port_nets.png
Scale: 1.5 px per µm.
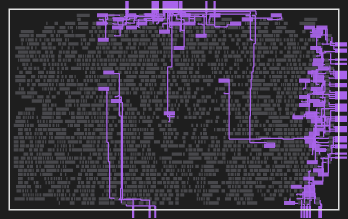
drive_strength.png
Scale: 3 px per µm.
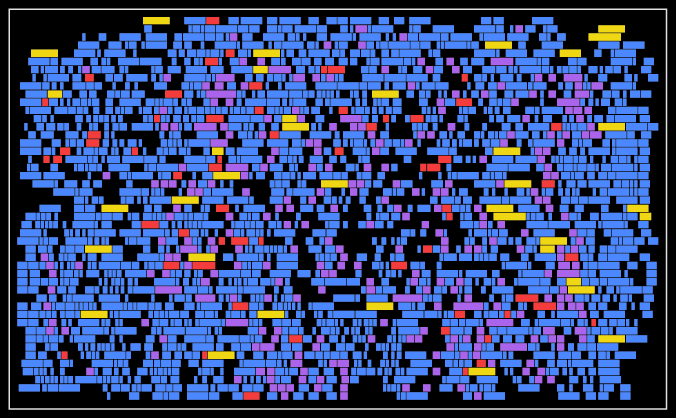
final_placement.png
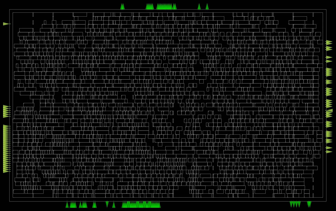
--- config.mk ---
export PLATFORM = sky130hd
export DESIGN_NAME = seq_multiplier_flat
export DESIGN_NICKNAME = d
export VERILOG_FILES = /design/src/rtl/seq_multiplier_if.sv /design/src/rtl/seq_multiplier.sv /design/src/flat_wrapper.sv
export SDC_FILE = /design/constraint.sdc
export NUM_CORES = 1
export LEC_CHECK = 0
export CAP_MARGIN = 20
export CORE_ASPECT_RATIO = 0.6
export CORE_MARGIN = 2
export CORE_UTILIZATION = 53
export DETAILED_ROUTE_END_ITERATION = 12
export PLACE_DENSITY = 0.77
export SLEW_MARGIN = 20
export SYNTH_ARGS = -nofsm -noshare
export SYNTH_HDL_FRONTEND = slang
export SYNTH_SLANG_ARGS = --single-unit
--- constraint.sdc ---
create_clock -name clk -period 3.3 [get_ports clk]
set_input_delay 0.495 -clock clk [delete_from_list [all_inputs] [get_ports clk]]
set_output_delay 0.495 -clock clk [all_outputs]
set_load 0.005 [all_outputs]
--- src/rtl/seq_multiplier_if.sv ---
// Operand/result bundle for seq_multiplier.
// master: the requester driving operands; slave: the multiplier itself.
interface seq_multiplier_if #(
  parameter int unsigned WIDTH = 32
);
  logic               start;
  logic               signed_mode;
  logic [WIDTH-1:0]   multiplicand;
  logic [WIDTH-1:0]   multiplier;
  logic               busy;
  logic               done;
  logic [2*WIDTH-1:0] product;

  modport master (
    output start, signed_mode, multiplicand, multiplier,
    input  busy, done, product
  );

  modport slave (
    input  start, signed_mode, multiplicand, multiplier,
    output busy, done, product
  );
endinterface

--- src/rtl/seq_multiplier.sv ---
// Iterative shift-add multiplier: one partial product per clock, optional signed
// operands handled as magnitudes plus a sign fix-up.
// Optional feature macro: EARLY_TERM_EN. When it is defined, RUN exits as soon
// as the remaining multiplier bits are all zero.
module seq_multiplier #(
  parameter int unsigned WIDTH = 32
) (
  input  logic              clk,
  input  logic              reset,
  seq_multiplier_if.slave   mul
);

  localparam int unsigned CntW = $clog2(WIDTH);

  typedef enum logic [1:0] {StIdle, StRun, StFix} state_e;

  state_e               state_q, state_d;
  logic [2*WIDTH-1:0]   mcand_q, mcand_d;
  logic [WIDTH-1:0]     mplier_q, mplier_d;
  logic [2*WIDTH-1:0]   acc_q, acc_d;
  logic [CntW-1:0]      count_q, count_d;
  logic                 neg_q, neg_d;
  logic [2*WIDTH-1:0]   product_q, product_d;
  logic                 done_q, done_d;

  logic [WIDTH-1:0]     abs_a, abs_b;
  logic                 last_iter;
  logic                 mplier_empty;

  // Magnitudes; -2^(W-1) maps to 2^(W-1), which still fits unsigned in W bits.
  assign abs_a = (mul.signed_mode && mul.multiplicand[WIDTH-1]) ? -mul.multiplicand
                                                                 : mul.multiplicand;
  assign abs_b = (mul.signed_mode && mul.multiplier[WIDTH-1]) ? -mul.multiplier
                                                               : mul.multiplier;

  assign last_iter    = (count_q == CntW'(WIDTH - 1));
  assign mplier_empty = (mplier_q == '0);

  // State register.
  always_ff @(posedge clk) begin
    if (reset) begin
      state_q <= StIdle;
    end else begin
      state_q <= state_d;
    end
  end

  // Next-state logic.
  always_comb begin
    state_d = state_q;
    unique case (state_q)
      StIdle: if (mul.start) state_d = StRun;
      StRun: begin
`ifdef EARLY_TERM_EN
        if (mplier_empty || last_iter) state_d = StFix;
`else
        if (last_iter) state_d = StFix;
`endif
      end
      StFix:   state_d = StIdle;
      default: state_d = StIdle;
    endcase
  end

  // FSM outputs: busy is purely state-decoded; done comes from a register.
  always_comb begin
    mul.busy    = (state_q == StRun) || (state_q == StFix);
    mul.done    = done_q;
    mul.product = product_q;
  end

  // Datapath next-state: operand capture, shift-add iteration, sign fix-up.
  always_comb begin
    mcand_d   = mcand_q;
    mplier_d  = mplier_q;
    acc_d     = acc_q;
    count_d   = count_q;
    neg_d     = neg_q;
    product_d = product_q;
    done_d    = 1'b0;
    unique case (state_q)
      StIdle: begin
        if (mul.start) begin
          mcand_d  = {{WIDTH{1'b0}}, abs_a};
          mplier_d = abs_b;
          acc_d    = '0;
          count_d  = '0;
          neg_d    = mul.signed_mode & (mul.multiplicand[WIDTH-1] ^ mul.multiplier[WIDTH-1]);
        end
      end
      StRun: begin
`ifdef EARLY_TERM_EN
        if (!mplier_empty) begin
`else
        begin
`endif
          if (mplier_q[0]) acc_d = acc_q + mcand_q;
          mcand_d  = mcand_q << 1;
          mplier_d = mplier_q >> 1;
          count_d  = count_q + 1'b1;
        end
      end
      StFix: begin
        product_d = neg_q ? -acc_q : acc_q;
        done_d    = 1'b1;
      end
      default: ;
    endcase
  end

  // Datapath registers; reset abandons any operation in flight.
  always_ff @(posedge clk) begin
    if (reset) begin
      mcand_q   <= '0;
      mplier_q  <= '0;
      acc_q     <= '0;
      count_q   <= '0;
      neg_q     <= 1'b0;
      product_q <= '0;
      done_q    <= 1'b0;
    end else begin
      mcand_q   <= mcand_d;
      mplier_q  <= mplier_d;
      acc_q     <= acc_d;
      count_q   <= count_d;
      neg_q     <= neg_d;
      product_q <= product_d;
      done_q    <= done_d;
    end
  end

endmodule
--- src/flat_wrapper.sv ---
// flat-port wrapper written by rule: the top's interface ports become plain ports
module seq_multiplier_flat 
#(
  parameter int unsigned WIDTH = 32
)
  (clk, reset, mul_start, mul_signed_mode, mul_multiplicand, mul_multiplier, mul_busy, mul_done, mul_product);
  seq_multiplier_if #(.WIDTH(WIDTH)) mul_i ();
  input  logic clk;
  input  logic reset;
  input wire logic [$bits(mul_i.start)-1:0] mul_start;
  input wire logic [$bits(mul_i.signed_mode)-1:0] mul_signed_mode;
  input wire logic [$bits(mul_i.multiplicand)-1:0] mul_multiplicand;
  input wire logic [$bits(mul_i.multiplier)-1:0] mul_multiplier;
  output wire logic [$bits(mul_i.busy)-1:0] mul_busy;
  output wire logic [$bits(mul_i.done)-1:0] mul_done;
  output wire logic [$bits(mul_i.product)-1:0] mul_product;
  assign mul_i.start = mul_start;
  assign mul_i.signed_mode = mul_signed_mode;
  assign mul_i.multiplicand = mul_multiplicand;
  assign mul_i.multiplier = mul_multiplier;
  assign mul_busy = mul_i.busy;
  assign mul_done = mul_i.done;
  assign mul_product = mul_i.product;
  seq_multiplier #(.WIDTH(WIDTH)) u_core (.clk(clk), .reset(reset), .mul(mul_i));
endmodule
==> flow_metrics.env <==
# yosys + openroad results
export IMPL_logic_area_um2=9860
export IMPL_avgSynthCellArea_um2=7.67
export IMPL_slew_violations=0
export IMPL_die_area_um2=29000
export IMPL_cp_top_family="simple AND/OR/NAND/NOR gates"
export IMPL_hp_start="reset"
export IMPL_core_area_um2=27300
export IMPL_worstPathArrival_ps=3750
export IMPL_num_nets_final=2342
export IMPL_final_core_util_pct=70.3
export IMPL_max_stage_delay_ps=520
export IMPL_worstRegToRegCells=10
export IMPL_hold_ws_ps=312
export IMPL_htreeDepth=1
export IMPL_clkTransAtPathRegs_ps=60
export IMPL_vias=15355
export IMPL_ys_flops=233
export IMPL_synth_net_count=2048
export IMPL_cts_tree="done"
export IMPL_yosysTopAreaCell="dfxtp_1"
export IMPL_ys_area_um2=14600
export IMPL_synthFlopType="dfxtp_1"
export IMPL_num_rows=47
export IMPL_max_cap_violations=0
export IMPL_grt_pass1_wl_mm=74.4
export IMPL_setup_ws_ps=-52.8
export IMPL_dpl_hpwl_mm=35.3
export IMPL_grt_use_total_pct=31.6
export IMPL_top_cell_area_share_pct=31.9
export IMPL_powerDensity_nw_per_um2=361
export IMPL_fp_util_pct=53.5
export IMPL_edf_count=0
export IMPL_start_kind="register"
export IMPL_route_met2_wl_mm=18.9
export IMPL_path_cells="or4_4 -> or4_4 -> nor4_4 -> nand4_4 -> or3_4 -> or2_4 -> buf_6 -> o41ai_4 -> xor2_1 -> a211oi_2"
export IMPL_regArea_um2=4670
export IMPL_overflow=0
export IMPL_diodes=0
export IMPL_cp_max_fo=3
export IMPL_reg2reg_setup_slack_ps=-50
export IMPL_first_pass_iters=6
export IMPL_finalWirelength_mm=47.1
export IMPL_cp_slowest_cell="or4_4"
export IMPL_grt_pass1_vias=14064
export IMPL_drc_errors=0
export IMPL_gp_congestion=0.943
export IMPL_yosysWarningCount=0
export IMPL_area_leaders="dfxtp_1 32%, nand2_1 7.0%, xor2_1 6.2%, ha_1 6.1%, nor2_1 5.3%"
export IMPL_r2r_end="u_core.mul.product[59]"
export IMPL_warnings=32
export IMPL_area_delta_synth_final_pct=31.2
export IMPL_worst_path_buf_inv=1
export IMPL_m1WireLength_mm=22.4
export IMPL_cts_root_buf="clkbuf_16"
export IMPL_timing_fmax_mhz=298
export IMPL_r2r_start="u_core.acc_q[9]"
export IMPL_ios=134
export IMPL_antenna_found_initial=0
export IMPL_endpoint_kind="register"
export IMPL_drive_gt1_share_pct=17.5
export IMPL_yosys_stat_seqShare_pct=31.9
export IMPL_die_h_um=133
export IMPL_crit_type="register to register"
export IMPL_clkLatencyLatePin_ps=540
export IMPL_setup_viol=2
export IMPL_path_common_cell="or4_4"
export IMPL_grt_max_degree=120
export IMPL_required_ps=3700
export IMPL_synth_cell_types=66
export IMPL_violations="negative setup slack"
export IMPL_hold_viol_final=0
export IMPL_setup_tns_ps=-104
export IMPL_synth_area_um2=14600
export IMPL_place_ws_ps=-589
export IMPL_portBuffers=133
export IMPL_async_flop_share_pct=0
export IMPL_vdd_ir_drop_max_uv=421
export IMPL_first_iter_violations=1480
export IMPL_min_to="u_core.acc_q[25]"
export IMPL_antenna_left=0
export IMPL_leakage_nw=7.99
export IMPL_synthesis_instances=1908
export IMPL_min_period_ps=3350
export IMPL_clkSinkCount=233
export IMPL_clock_path_buffers=3
export IMPL_routed_top_layer="met4"
export IMPL_finalClockPeriodUsage_pct=102
export IMPL_whs_path_depth=2
export IMPL_fin_worst_skew_ps=14.0
export IMPL_most_common_cell="nand2_1"
export IMPL_ys_cells=1908
export IMPL_dr_wl_met3_mm=4.97
export IMPL_max_slew_margin_rel_pct=40.0
export IMPL_vias_per_cell=5.94
export IMPL_rsz0062_at_grt="true"
export IMPL_worst_slew_pin_slew_ps=900
export IMPL_cts_made_buffers=24
export IMPL_status="finished, violations left"
export IMPL_common_cells="273 x nand2_1, 233 x dfxtp_1, 206 x nor2_1"
export IMPL_routedWlPerCell_um=18.2
export IMPL_die_x_um=219
export IMPL_worstHoldPathType="input port to register"
-- port_nets.png (at the start) --
Key: mul_product = purple [direction output, end cells 64, buffers 64, wire 2260 µm]

-- drive_strength.png (at the start) --
Key: drive 3 to 4 = purple [cells 291, share 13%]; drive 2 = red [cells 61, share 2.7%]; drive 6 and up = yellow [cells 36, share 1.6%]; drive 1 or less = blue [cells 1832, share 83%]

-- final_placement.png (at the start) --
fraction of area in registers: 24.3%
# Taps: 367
Filler Cells Inserted: 2190

-- logic make-up (layout without fill, tap and decap cells) --
logic type	after synthesis	after routing	share of synthesized area, %
AND-OR/OR-AND	599	599	26.3
multiplexers	13	13	0.889
AND/OR/NAND/NOR	666	666	20.5
buffers and inverters	154	466	3.96
flip-flops	233	233	31.9
adder cells (fa/ha/maj)	72	72	6.20
XOR/XNOR	171	171	10.2
-- area by class of cell --
type	instances	share of cell area (%)
well taps	367	2.39
flip-flops and latches	233	24.3
multi-input cells	1521	51.3
inverters	30	0.586
clock buffers	35	3.71
clock inverters	9	0.534
repair buffers	392	17.2
-- repair_timing --
item | 4_1_cts | 5_1_grt
hold buffers | 0 | 0
pin swaps | 15 | 21
resized | 36 | 56
endpoints found under the setup margin | 29 | 44
buffers inserted | 1 | 3
hold endpoints to repair | 0 | 0
-- where the power goes --
group	internal (mW)	leakage, nW	switching, mW	total, mW
logic	0.483	5.70	0.665	1.15
clock network	1.66	0.406	1.17	2.83
registers	2.90	1.89	0.0710	2.97
-- per-layer routing --
layer	up-vias	global-route usage, %
met1	7211	47.1
met3	60	9.01
met4	0	5.93
met5	-	0
li1	7433	-
met2	651	45.2
-- registers in the layout, summed over array words and instances (netlist names) --
register and flops:
u_core.mcand_q 64, u_core.mplier_q 32, u_core.state_q 2, u_core.mul.done 1
u_core.count_q 5, u_core.neg_q 1, u_core.mul.product 64, u_core.acc_q 64
-- worst max-delay path by stage --
stage,start,end,slack (ps),depth (start not counted)
after floorplan,mul_multiplicand[1],u_core.mcand_q[28],40,12
after global placement,mul_multiplicand[1],u_core.mcand_q[28],-530,13
after detailed placement,mul_multiplicand[1],u_core.mcand_q[28],-590,13
after CTS,u_core.acc_q[8],u_core.mul.product[59],-100,10
after global routing,u_core.acc_q[8],u_core.mul.product[58],-160,12
final,u_core.acc_q[9],u_core.mul.product[59],-50,10
-- per-stage QoR --
step	cells	instance area, µm²	power (mW)
floorplan	1908	14600	3.61
detailed placement	2539	17900	4.09
global route	2587	19200	7.19
finish	2587	19200	6.94
global placement	2539	17900	4.07
CTS	2584	18900	6.91
-- layout by cell type, fill, tap and decap left out, types with 23 or more instances in the layout --
| cell | instances |
|---|---|
| xor2_1 | 102 |
| a22oi_1 | 55 |
| nand3_1 | 24 |
| nand2_1 | 271 |
| inv_1 | 30 |
| a211oi_1 | 62 |
| nor2_1 | 205 |
| a21o_1 | 53 |
| clkdlybuf4s50_1 | 132 |
| xnor2_1 | 68 |
| a21oi_1 | 145 |
| o31ai_1 | 32 |
| clkbuf_16 | 25 |
| dfxtp_1 | 230 |
| nand4_1 | 23 |
| o21ai_0 | 122 |
| ha_1 | 65 |
| buf_4 | 256 |
Power is estimated from default activity; no workload was simulated.
